<file path="config.mk">
export PLATFORM = sky130hd
export DESIGN_NAME = spi_sclk_ctrl
export DESIGN_NICKNAME = d
export VERILOG_FILES = /design/src/rtl/spi_sclk_ctrl.sv
export SDC_FILE = /design/constraint.sdc
export NUM_CORES = 1
export LEC_CHECK = 0
export CORE_AREA = 2 2 89 91
export DETAILED_ROUTE_END_ITERATION = 12
export DIE_AREA = 0 0 91 93
export PLACE_DENSITY_LB_ADDON = 0.1
export SETUP_SLACK_MARGIN = 0.3
export SLEW_MARGIN = 25
export SYNTH_ARGS = -nofsm -noshare
export SYNTH_HDL_FRONTEND = slang
export SYNTH_SLANG_ARGS = --single-unit
export TNS_END_PERCENT = 5
</file>
<file path="constraint.sdc">
create_clock -name clk_in -period 2.4 [get_ports clk_in]
set_input_delay 0.48 -clock clk_in [delete_from_list [all_inputs] [get_ports clk_in]]
set_output_delay 0.48 -clock clk_in [all_outputs]
set_load 0.01 [all_outputs]
</file>
<file path="src/rtl/spi_sclk_ctrl.sv">
// spi_sclk_ctrl: SPI master SCLK / chip-select / strobe sequencer.
// Optional abort input enabled by defining SPI_SCLK_CTRL_ABORT_EN.
module spi_sclk_ctrl #(
    parameter int DIV_W = 16,
    parameter int CNT_W = 6
) (
    input  logic             clk_in,
    input  logic             rstn,
`ifdef SPI_SCLK_CTRL_ABORT_EN
    input  logic             abort,
`endif
    input  logic             start,
    input  logic [DIV_W-1:0] div,
    input  logic [CNT_W-1:0] nbits,
    input  logic             cpol,
    input  logic             cpha,
    output logic             busy,
    output logic             done,
    output logic             cs_n,
    output logic             sclk,
    output logic             sample_stb,
    output logic             shift_stb
);

    typedef enum logic [1:0] {
        S_IDLE,
        S_SETUP,
        S_RUN,
        S_HOLD
    } state_t;

    state_t           state_q;
    logic [DIV_W-1:0] hcnt_q;
    logic [DIV_W-1:0] div_m1_q;
    logic [CNT_W-1:0] nbits_q;
    logic [CNT_W:0]   edge_q;
    logic             cpol_q;
    logic             cpha_q;
    logic             busy_q;
    logic             done_q;
    logic             cs_n_q;
    logic             sclk_q;
    logic             sample_q;
    logic             shift_q;

    logic [DIV_W-1:0] div_m1_d;
    logic [DIV_W-1:0] hcnt_dec;
    logic [CNT_W:0]   edge_d;
    logic             tick;
    logic             last_edge;
    logic             leading;
    logic             abort_hit;

`ifdef SPI_SCLK_CTRL_ABORT_EN
    assign abort_hit = abort;
`else
    assign abort_hit = 1'b0;
`endif

    // Half-period reload value, tick detect and edge bookkeeping
    always_comb begin
        div_m1_d  = (div == '0) ? '0 : div - DIV_W'(1);
        hcnt_dec  = hcnt_q - DIV_W'(1);
        tick      = (hcnt_q == '0);
        edge_d    = edge_q + {{CNT_W{1'b0}}, 1'b1};
        last_edge = (edge_d == {nbits_q, 1'b0});
        leading   = edge_d[0];
    end

    // Transfer sequencer with registered outputs
    always_ff @(posedge clk_in or negedge rstn) begin
        if (!rstn) begin
            state_q  <= S_IDLE;
            hcnt_q   <= '0;
            div_m1_q <= '0;
            nbits_q  <= '0;
            edge_q   <= '0;
            cpol_q   <= 1'b0;
            cpha_q   <= 1'b0;
            busy_q   <= 1'b0;
            done_q   <= 1'b0;
            cs_n_q   <= 1'b1;
            sclk_q   <= 1'b0;
            sample_q <= 1'b0;
            shift_q  <= 1'b0;
        end else begin
            done_q   <= 1'b0;
            sample_q <= 1'b0;
            shift_q  <= 1'b0;
            if (abort_hit && state_q != S_IDLE) begin
                state_q <= S_IDLE;
                busy_q  <= 1'b0;
                cs_n_q  <= 1'b1;
                sclk_q  <= cpol_q;
            end else begin
                unique case (state_q)
                    S_IDLE: begin
                        sclk_q <= cpol;
                        if (start && nbits != '0) begin
                            state_q  <= S_SETUP;
                            busy_q   <= 1'b1;
                            cs_n_q   <= 1'b0;
                            div_m1_q <= div_m1_d;
                            hcnt_q   <= div_m1_d;
                            nbits_q  <= nbits;
                            cpol_q   <= cpol;
                            cpha_q   <= cpha;
                        end
                    end
                    S_SETUP: begin
                        if (tick) begin
                            state_q <= S_RUN;
                            hcnt_q  <= div_m1_q;
                            edge_q  <= '0;
                        end else begin
                            hcnt_q <= hcnt_dec;
                        end
                    end
                    S_RUN: begin
                        if (tick) begin
                            hcnt_q <= div_m1_q;
                            sclk_q <= ~sclk_q;
                            edge_q <= edge_d;
                            if (leading) begin
                                sample_q <= ~cpha_q;
                                shift_q  <= cpha_q;
                            end else begin
                                sample_q <= cpha_q;
                                shift_q  <= ~cpha_q & ~last_edge;
                            end
                            if (last_edge) begin
                                state_q <= S_HOLD;
                            end
                        end else begin
                            hcnt_q <= hcnt_dec;
                        end
                    end
                    S_HOLD: begin
                        if (tick) begin
                            state_q <= S_IDLE;
                            busy_q  <= 1'b0;
                            cs_n_q  <= 1'b1;
                            done_q  <= 1'b1;
                        end else begin
                            hcnt_q <= hcnt_dec;
                        end
                    end
                    default: begin
                        state_q <= S_IDLE;
                    end
                endcase
            end
        end
    end

    assign busy       = busy_q;
    assign done       = done_q;
    assign cs_n       = cs_n_q;
    assign sclk       = sclk_q;
    assign sample_stb = sample_q;
    assign shift_stb  = shift_q;

endmodule
</file>
Figure 1. Routed metal, one color a layer.
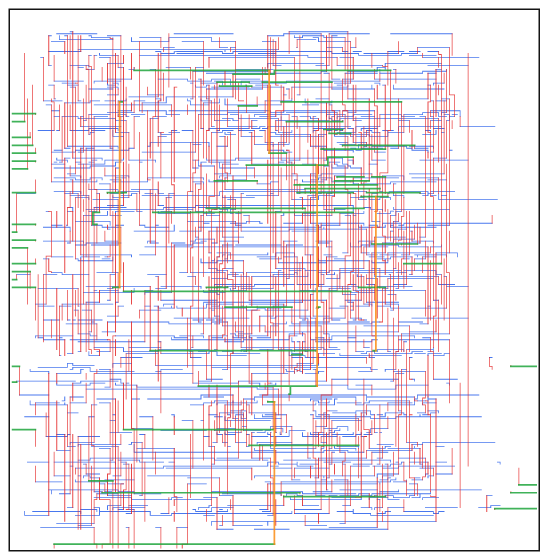
color	layer	wire length
red	met2	4900 um
green	met3	636 um
orange	met4	135 um
blue	met1	4870 um
total vias in the final route: 3541
combined global-route utilization of all metal layers: 24.9%

Figure 2. Placed cells, one color a class.
Scale bar: 20 um.
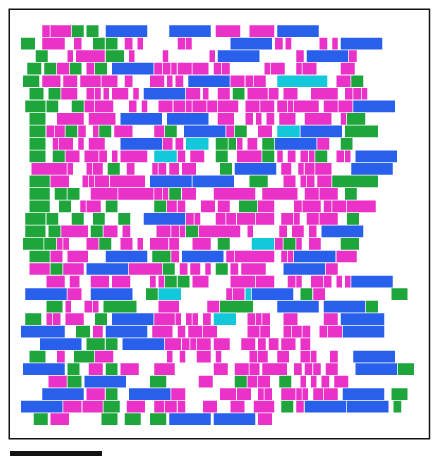
color	class	cells	share of their area
blue	flops	54	28%
green	other buffers and delay cells	105	20%
cyan	clock drivers and dummy loads	8	2.4%
magenta	all other logic	325	50%

Figure 3. PDN straps and rails.
Scale bar: 20 um. Pins as bars on the die edge. Tap cells in gray.
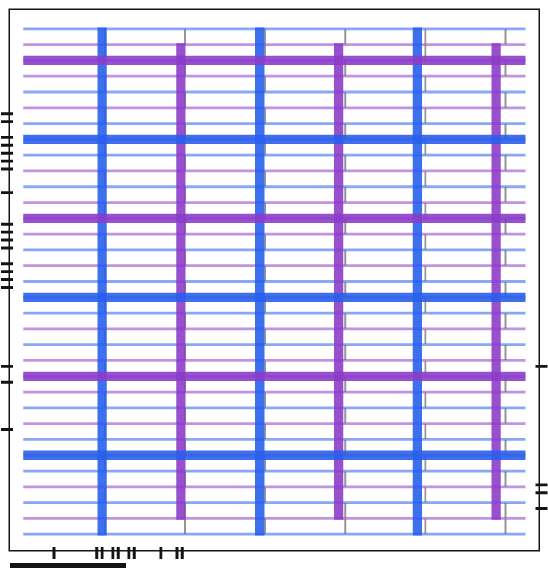
color	net
blue	VSS
purple	VDD
met5 straps	6
signal pins	33

Figure 4. Routing congestion map.
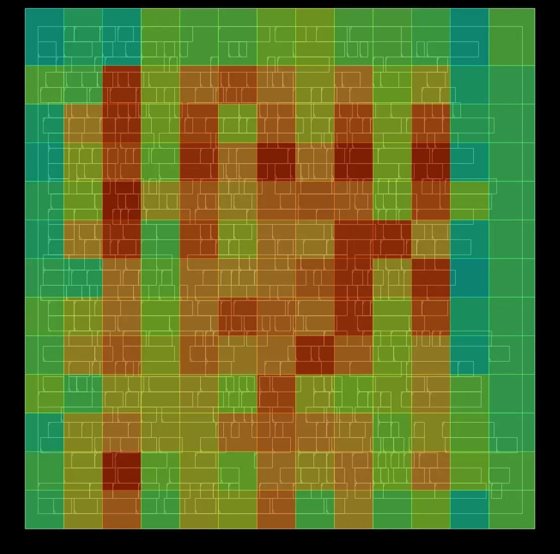
routed length per placed instance: 17.7 um
met3 global-route usage: 2.74%

Figure 5. Clock distribution.
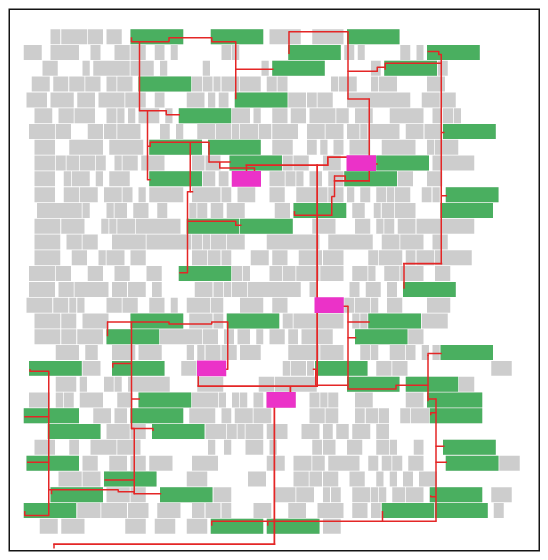
[green] flip-flops | count: 54
[red] clock wires | length: 686 um
[magenta] cells driving clock nets | count: 5
flops lie	all over the die
routed clock nets	6

==> run notes <==
Implementation results are summarized by area below.

Drt
The highest metal layer with signal wires is met4. In this run, the number of DRC markers left after iteration 0 of detailed routing was 233. The total met3 wirelength after detailed routing is 635 um. Wires add up to 10.5 mm. After detailed routing, the number of remaining DRC violations is 0. In the routed layout, each cell is associated on average with a via count of 5.96. The met2 wire length is 4.90 mm.

Logic synthesis
The count of mapped cells out of synthesis is 403. The compound-cell area share of the yosys netlist is 24.8%. A synthesized cell averages 9.09 um2. The dominant kind of combinational cell is AND-OR/OR-AND gates. The synthesized design devotes to its leading area cell type 36.2% of total area.

The sequential element share of the synthesized area is 36.9%. Counting flops with an async set or reset pin after synthesis yields a share of 100%. The count of instantiated cells in the yosys netlist is 403.

Clocking
The count of clock tree sinks is 54. The clock-pin slew of the registers on the worst-case setup and hold paths is 100 ps. Once the clock tree was built, the setup fixing pass inserted 6 buffers. The root buffer cell chosen for the clock tree is clkbuf_8.

Cells and area
In the final layout, the multi-input gates occupy 2420 um2. For this run, the script counts the antenna cells in the layout as 0. The storage element area is 1350 um2. In the final layout, clock buffers and inverters account for 2.32% of the cell area.

Per the final layout report, the fraction of cells sized above drive strength 1 comes to 29.9%. Once layout is done, the placed cells without fillers occupy 5020 um2. After filler insertion, the fill cell instance count of the layout stands at 644. The fraction of cell area in multi-input combinational cells is reported as 48.1%. For this run, the share of the core covered by cells in the final layout is 66.7%. The cell kind with the greatest summed area is combinational gates. From synthesis to final layout, the design area changed by 37.1%.

Power
The power consumed by the clock network is 0.651 mW. The reported leakage power is 2.20 nW. The dominant power group is registers. For this design the ratio of total power to cell area is 508 nW/um2.

The proportion of power drawn by flip-flops and latches is 44.4%.

Floorplan
The number of top-level pins is 33. The core footprint is 7530 um2. The number of well-tap cells placed is 102.

STA
The total negative slack for setup checks is 0 ps. The final timing report lists a max-slew violation count of 0. The final hold violation count is 0. The worst hold slack is 94.1 ps.

Setup path
STA classifies the critical path endpoint as a register. On the worst path, the slowest cell contributes a delay of 400 ps.

Run status
The flow ran to the end, and the final reports show no timing, DRC or antenna violations.

Place
The count of buffers from port buffering is 32.

GRT
The wire length of the first global-routing pass is 16.8 mm. The total overflow left after global routing is 0.
Power figures rest on the tool's default switching activity, not on a simulated workload.
